File: src/rtl/cla_pipe_adder.sv
// Three-stage pipelined carry-lookahead adder/subtractor with a valid/ready handshake.
// Define CLA_PG_OUT_EN to expose the bit/group propagate-generate of the beat on sum.
module cla_pipe_adder #(
    parameter int WIDTH = 32,
    parameter int BLOCK = 4,
    localparam int NBLK = (BLOCK < 1) ? 1 : WIDTH / BLOCK
) (
    input  logic             clk,
    input  logic             rst_n,
    input  logic             in_valid,
    output logic             in_ready,
    input  logic [WIDTH-1:0] a,
    input  logic [WIDTH-1:0] b,
    input  logic             cin,
    input  logic             sub,
    output logic             out_valid,
    input  logic             out_ready,
    output logic [WIDTH-1:0] sum,
    output logic             cout,
    output logic             ovf
`ifdef CLA_PG_OUT_EN
    ,
    output logic [WIDTH-1:0] p_out,
    output logic [WIDTH-1:0] g_out,
    output logic [NBLK-1:0]  gp_out,
    output logic [NBLK-1:0]  gg_out
`endif
);

    generate
        if (BLOCK < 1 || (WIDTH % BLOCK) != 0) begin : g_bad_cfg
            $fatal(1, "cla_pipe_adder: WIDTH must be a positive multiple of BLOCK");
        end
    endgenerate

    // Carry out of bit 'top' of a group, as a flat MSB-first sum of products.
    function automatic logic carry_into(input logic [BLOCK-1:0] gv,
                                        input logic [BLOCK-1:0] pv,
                                        input logic             c_in,
                                        input int               top);
        logic term;
        logic prop;
        term = 1'b0;
        prop = 1'b1;
        for (int j = top; j >= 0; j--) begin
            term = term | (prop & gv[j]);
            prop = prop & pv[j];
        end
        return term | (prop & c_in);
    endfunction

    // Returns {G, P} for every group.
    function automatic logic [2*NBLK-1:0] group_pg(input logic [WIDTH-1:0] pv,
                                                   input logic [WIDTH-1:0] gv);
        logic [NBLK-1:0] gp;
        logic [NBLK-1:0] gg;
        gp = '0;
        gg = '0;
        for (int k = 0; k < NBLK; k++) begin
            gp[k] = &pv[k*BLOCK +: BLOCK];
            gg[k] = carry_into(gv[k*BLOCK +: BLOCK], pv[k*BLOCK +: BLOCK], 1'b0, BLOCK - 1);
        end
        return {gg, gp};
    endfunction

    // Each group carry is expanded all the way back to c0, so no carry ripples.
    function automatic logic [NBLK:0] group_carry(input logic [NBLK-1:0] gg,
                                                  input logic [NBLK-1:0] gp,
                                                  input logic            c0);
        logic [NBLK:0] c;
        logic          term;
        logic          prop;
        c    = '0;
        c[0] = c0;
        for (int k = 0; k < NBLK; k++) begin
            term = 1'b0;
            prop = 1'b1;
            for (int j = k; j >= 0; j--) begin
                term = term | (prop & gg[j]);
                prop = prop & gp[j];
            end
            c[k+1] = term | (prop & c0);
        end
        return c;
    endfunction

    function automatic logic [WIDTH-1:0] bit_carry(input logic [WIDTH-1:0] pv,
                                                   input logic [WIDTH-1:0] gv,
                                                   input logic [NBLK:0]    gc);
        logic [WIDTH-1:0] c;
        c = '0;
        for (int k = 0; k < NBLK; k++) begin
            for (int m = 0; m < BLOCK; m++) begin
                c[k*BLOCK + m] = carry_into(gv[k*BLOCK +: BLOCK], pv[k*BLOCK +: BLOCK],
                                            gc[k], m - 1);
            end
        end
        return c;
    endfunction

    logic             adv;
    logic [WIDTH-1:0] bb;

    logic             v1;
    logic [WIDTH-1:0] p1;
    logic [WIDTH-1:0] g1;
    logic             amsb1;
    logic             bbmsb1;
    logic             c0_1;

    logic             v2;
    logic [WIDTH-1:0] p2;
    logic [WIDTH-1:0] g2;
    logic [NBLK:0]    grp_c2;
    logic             amsb2;
    logic             bbmsb2;

    logic [2*NBLK-1:0] pg1;
    logic [NBLK:0]     grp_c1;
    logic [WIDTH-1:0]  carry2;
    logic [WIDTH-1:0]  sum_nxt;
    logic              ovf_nxt;

    assign adv      = !out_valid || out_ready;
    assign in_ready = adv;
    assign bb       = sub ? ~b : b;

    assign pg1     = group_pg(p1, g1);
    assign grp_c1  = group_carry(pg1[2*NBLK-1:NBLK], pg1[NBLK-1:0], c0_1);
    assign carry2  = bit_carry(p2, g2, grp_c2);
    assign sum_nxt = p2 ^ carry2;
    assign ovf_nxt = (amsb2 == bbmsb2) && (sum_nxt[WIDTH-1] != amsb2);

`ifdef CLA_PG_OUT_EN
    logic [2*NBLK-1:0] pg2;
    assign pg2 = group_pg(p2, g2);
`endif

    // Every stage moves together on adv; data regs may load bubbles, only the v flags matter.
    always_ff @(posedge clk or negedge rst_n) begin
        if (!rst_n) begin
            v1        <= 1'b0;
            p1        <= '0;
            g1        <= '0;
            amsb1     <= 1'b0;
            bbmsb1    <= 1'b0;
            c0_1      <= 1'b0;
            v2        <= 1'b0;
            p2        <= '0;
            g2        <= '0;
            grp_c2    <= '0;
            amsb2     <= 1'b0;
            bbmsb2    <= 1'b0;
            out_valid <= 1'b0;
            sum       <= '0;
            cout      <= 1'b0;
            ovf       <= 1'b0;
`ifdef CLA_PG_OUT_EN
            p_out     <= '0;
            g_out     <= '0;
            gp_out    <= '0;
            gg_out    <= '0;
`endif
        end else if (adv) begin
            v1        <= in_valid;
            p1        <= a ^ bb;
            g1        <= a & bb;
            amsb1     <= a[WIDTH-1];
            bbmsb1    <= bb[WIDTH-1];
            c0_1      <= sub ? 1'b1 : cin;

            v2        <= v1;
            p2        <= p1;
            g2        <= g1;
            grp_c2    <= grp_c1;
            amsb2     <= amsb1;
            bbmsb2    <= bbmsb1;

            out_valid <= v2;
            sum       <= sum_nxt;
            cout      <= grp_c2[NBLK];
            ovf       <= ovf_nxt;
`ifdef CLA_PG_OUT_EN
            p_out     <= p2;
            g_out     <= g2;
            gp_out    <= pg2[NBLK-1:0];
            gg_out    <= pg2[2*NBLK-1:NBLK];
`endif
        end
    end

endmodule

File: config.mk
export PLATFORM = sky130hd
export DESIGN_NAME = cla_pipe_adder
export DESIGN_NICKNAME = d
export VERILOG_FILES = /design/src/rtl/cla_pipe_adder.sv
export SDC_FILE = /design/constraint.sdc
export NUM_CORES = 1
export LEC_CHECK = 0
export CAP_MARGIN = 15
export CORE_MARGIN = 2
export CORE_UTILIZATION = 55
export DETAILED_ROUTE_END_ITERATION = 10
export PLACE_DENSITY = 0.79
export SETUP_SLACK_MARGIN = 0.05
export SLEW_MARGIN = 20
export SYNTH_ARGS = -nofsm -noshare
export SYNTH_HDL_FRONTEND = slang
export SYNTH_SLANG_ARGS = --single-unit
File: constraint.sdc
create_clock -name clk -period 1.8 [get_ports clk]
set_input_delay 0.36 -clock clk [delete_from_list [all_inputs] [get_ports clk]]
set_output_delay 0.36 -clock clk [all_outputs]
set_load 0.02 [all_outputs]
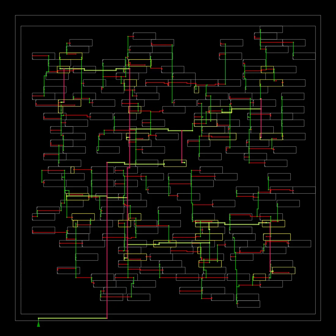
Fig. 1. Clock wiring as the flow saved it (run 1).
clock buffers created by TritonCTS: 17
Flop Count: 171
Clock Skew: 0.00492 ns
clock latency at the later pin of the worst-skew pair: 0.43 ns

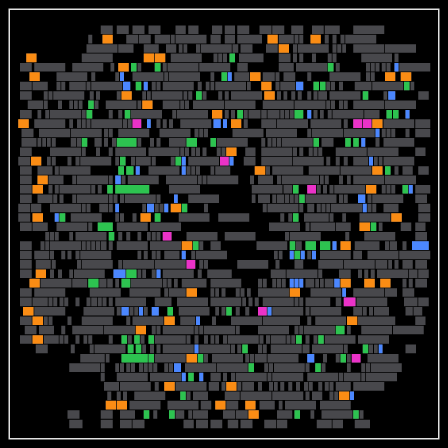
Fig. 2. Gate families picked out (run 1).
legend:
  orange:
    family: xor and xnor cells
    cells: 56
    where: spread over the die
  magenta:
    family: non-inverting ao/oa cells
    cells: 10
  blue:
    family: nor cells
    cells: 53
  green:
    family: aoi and oai cells
    cells: 74

==> qor_table.md, run 1 <==
| Item | Value |
| --- | --- |
| Status | finished, final reports clean |
| Count of buffer and inverter cells on the critical path | 0 |
| Slowest stage delay, CP | 0.40 ns |
| Via density per instance | 5.03 |
| Sum of net half-perimeters after detailed placement | 11000 um |
| Setup slack at placement | -0.116 ns |
| Relative contribution of sequential cells to total power | 41.9% |
| Count of placed standard cells in the final layout, fillers left out | 1189 |
| Top power consumer group | registers |
| Worst hold margin | 0.450 ns |
| Largest net degree at the start of global routing | 70 |
| Cell count of the worst reg-to-reg path | 6 |
| Fraction of power consumed by the clock network | 26.2% |
| Number of non-clock buffers in the layout | 127 |
| TritonCTS clock tree | done |
| Tally of nets with antenna violations remaining after routing | 0 |
| Comb pwr share | 31.9% |
| Final count of negative-setup-slack endpoints | 0 |
| Portion of the layout cell area used by clock cells | 6.38% |
| Die Size | 0.0154 mm^2 |
| Share of final-layout standard cells stronger than drive strength 1 | 6.64% |
| Initial standard-cell utilization of the core | 56.7% |
| Most numerous cell in the Yosys netlist | sky130_fd_sc_hd__nand2_1 |
| Synth async-reset ratio | 100% |
| Area of the synthesized netlist per yosys stat | 0.00793 mm^2 |
| Cell class ranked first by area | flip-flops and latches |
| Sum of negative setup slack | 0 ns |
| Buffers from clock root to sink, at most | 2 |
| Predominant post-synthesis flop cell | sky130_fd_sc_hd__dfrtp_1 |
| Launch point of the worst path | c0_1 |
| Tally of filler cells in the layout | 1074 |
| Number of synthesis warnings | 0 |
| Critical-path cell with the highest stage delay | sky130_fd_sc_hd__dfrtp_1 |
| Summed instance area of the synthesized netlist | 0.00793 mm^2 |
| Number of top-level pins | 106 |
| Switching power total | 5.10 mW |
| Detailed-route DRC error count | 0 |
| Top-area cell type share of the netlist area | 54.0% |
| Via count | 5976 |
| Global-route wire length before repair | 26400 um |
| Chip Width | 124 um |
| Worst min-delay path class | in -> async |
| Switching power as a share of total power | 34.7% |
| Clk sink count | 171 |
| Top cell family by delay on the critical path | AND-OR/OR-AND gates |
| Overall power consumption | 14.7 mW |
| Min Tclk post-route | 1.69 ns |
| Fmax achieved | 593 MHz |
| Beginning of the worst register-to-register path | c0_1 |
| Count of buffers from port buffering | 105 |
| Clk pin slew, worst setup/hold paths | 0.06 ns |
| Number of placed instances, taps included | 1156 |
| Overall overflow remaining after global route | 0 |
| Number of buffers added for setup after CTS | 0 |
| Leading post-synthesis cells by instance count | sky130_fd_sc_hd__nand2_1, sky130_fd_sc_hd__dfrtp_1, sky130_fd_sc_hd__xor2_1 |
| Flop2flop setup slack | 0.11 ns |
| Synthesized instance count | 891 |
| Number of levels in the clock H-tree | 4 |
| Kind of critical path | reg -> reg |
| Number of warnings in the stage logs | 26 |
| Period Utilization, post-route | 93.7% |
| Clock-net power | 3.85 mW |
| Post-route worst setup slack | 0.114 ns |
| Net Count, Synth | 1001 |
| Cell seen most often among critical-path stages | sky130_fd_sc_hd__a21oi_1 |
| Post-layout instance area | 0.00994 mm^2 |
| Via count of the first global-routing pass | 5701 |
| Hold_buf cts | 1 |
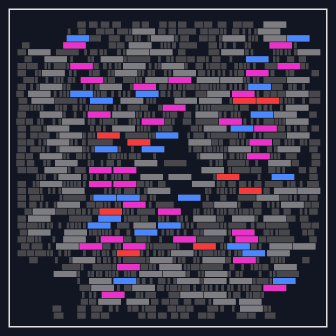
Fig. 3. Register map, names as in the netlist (run 1).
legend:
  magenta:
    name_in_the_netlist: p2
    flops: 32
  red:
    name_in_the_netlist: grp_c2
    flops: 9
  blue:
    name_in_the_netlist: g2
    flops: 24
not coloured: 106
share of cell area taken by flip-flops and latches: 43.0%
post-route core utilization: 71.1%
footprint of the flip-flops and latches: 0.00428 mm^2
sequential logic power: 6.16 mW

## run 1: layer usage
layer / up-vias / global-route usage, % / share of wire, %
met5: - / 0 / 0
met4: 0 / 10.1 / 2.8
met3: 34 / 4.58 / 3.9
met2: 127 / 36.4 / 49
met1: 2783 / 28.6 / 44
li1: 3032 / - / -
## run 1: flip-flops by register name, indices dropped and copies added (netlist names), 9 cells and up
signal  cells
grp_c2      9
g1         32
g2         24
p1         32
sum        32
p2         32
## run 1: cells by family after synthesis
family | synth area share, %
adders and majority gates | 6.32
muxes | 0.268
DFF | 54.0
buffers and inverters | 2.43
xor gates and xnor gates | 6.19
AOI/OAI and AO/OA | 6.63
and+or+nand+nor | 24.2
==> run 2, diff against run 1 <==
--- a/config.mk
+++ b/config.mk
@@ -10,6 +10,7 @@
 export CORE_UTILIZATION = 55
 export DETAILED_ROUTE_END_ITERATION = 10
 export PLACE_DENSITY = 0.79
+export REMOVE_ABC_BUFFERS = 1
 export SETUP_SLACK_MARGIN = 0.05
 export SLEW_MARGIN = 20
 export SYNTH_ARGS = -nofsm -noshare
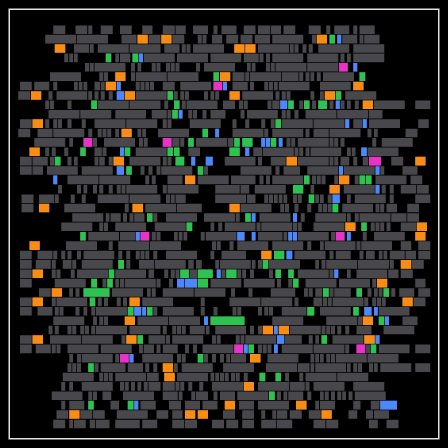
Fig. 4. Gate families picked out (run 2).
legend:
  orange:
    family: xor and xnor cells
    cells: 56
    where: spread over the die
  green:
    family: aoi and oai cells
    cells: 74
  blue:
    family: nor cells
    cells: 53
  magenta:
    family: non-inverting ao/oa cells
    cells: 10

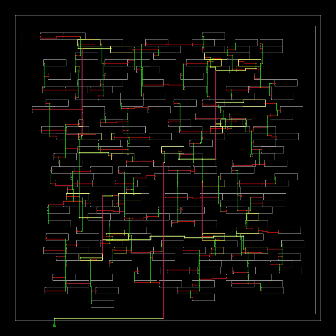
Fig. 5. Clock wiring as the flow saved it (run 2).
Clock Skew: 0.00727 ns
clk sink count: 171
clock latency at the later pin of the worst-skew pair: 0.42 ns
# clk buffers: 24

==> qor_table.md, run 2 <==
| Item | Value | Delta |
| --- | --- | --- |
| Tally of nets with antenna violations remaining after routing | 0 | unchanged |
| Beginning of the worst register-to-register path | grp_c2[7] | was c0_1 |
| Met2 wirelength from detailed routing | 7900 um | was 7720 um |
| Count of placed standard cells in the final layout, fillers left out | 1185 | was 1189 |
| Post-route worst setup slack | 0.142 ns | was 0.114 ns |
| Hold_buf cts | 1 | unchanged |
| Via density per instance | 5.09 | was 5.03 |
| Most numerous cell in the Yosys netlist | sky130_fd_sc_hd__nand2_1 | unchanged |
| Buffers from clock root to sink, at most | 2 | unchanged |
| Number of warnings in the stage logs | 25 | was 26 |
| Area of the synthesized netlist per yosys stat | 0.00793 mm^2 | unchanged |
| Largest net degree at the start of global routing | 99 | was 70 |
| Die Size | 0.0154 mm^2 | unchanged |
| Highest metal used | met4 | unchanged |
| Predominant post-synthesis flop cell | sky130_fd_sc_hd__dfrtp_1 | unchanged |
| Number of top-level pins | 106 | unchanged |
| Worst min-delay path class | in -> reg | was in -> async |
| Overall overflow remaining after global route | 0 | unchanged |
| Fmax achieved | 603 MHz | was 593 MHz |
| Slowest stage delay, CP | 0.37 ns | was 0.40 ns |
| Post-layout instance area | 0.00985 mm^2 | was 0.00994 mm^2 |
| Critical-path cell with the highest stage delay | sky130_fd_sc_hd__dfrtp_1 | unchanged |
| Launch point of the worst path | out_valid | was c0_1 |
| Post-route core utilization | 70.4% | was 71.1% |
| Status | finished, final reports clean | unchanged |
| Global routing met3 resource utilization | 4.44% | was 4.58% |
| Overall power consumption | 14.2 mW | was 14.7 mW |
| Setup slack at placement | -0.240 ns | was -0.116 ns |
| Count of buffer and inverter cells on the critical path | 2 | was 0 |
| Period Utilization, post-route | 92.1% | was 93.7% |
| Number of levels in the clock H-tree | 4 | unchanged |
| Clock buffers created by TritonCTS | 17 | unchanged |
| Via count | 6034 | was 5976 |
| TritonCTS clock tree | done | unchanged |
| Min Tclk post-route | 1.66 ns | was 1.69 ns |
| Clk pin slew, worst setup/hold paths | 0.06 ns | about the same |
| Worst hold margin | 0.437 ns | was 0.450 ns |
| Sum of negative setup slack | 0 ns | unchanged |
run 2: logic make-up (layout without fill, tap and decap cells):
group / count (synthesis) / in the layout / synth area share (%)
fa+ha+maj: 40 / 40 / 6.32
mux: 2 / 2 / 0.268
compound gates: 84 / 84 / 6.63
buf+inv: 45 / 159 / 2.43
flops: 171 / 171 / 54.0
simple gates: 493 / 493 / 24.2
xor+xnor: 56 / 56 / 6.19
run 2: area by class of cell:
type	count	area, um^2
Inverter	4	17.5
Fill cell	1138	4130
Clock inverter	3	15.0
Clock buffer	24	502
Timing Repair Buffer	128	1360
Tap cell	180	225
Sequential cell	171	4280
Multi-Input combinational cell	675	3460
run 2: where the power goes:
group	switching (mW)	internal [mW]	leakage, nW
clock network	1.36	1.90	0.260
registers	0.997	5.19	2.11
logic	2.69	2.03	2.84
Power is estimated from default activity; no workload was simulated.
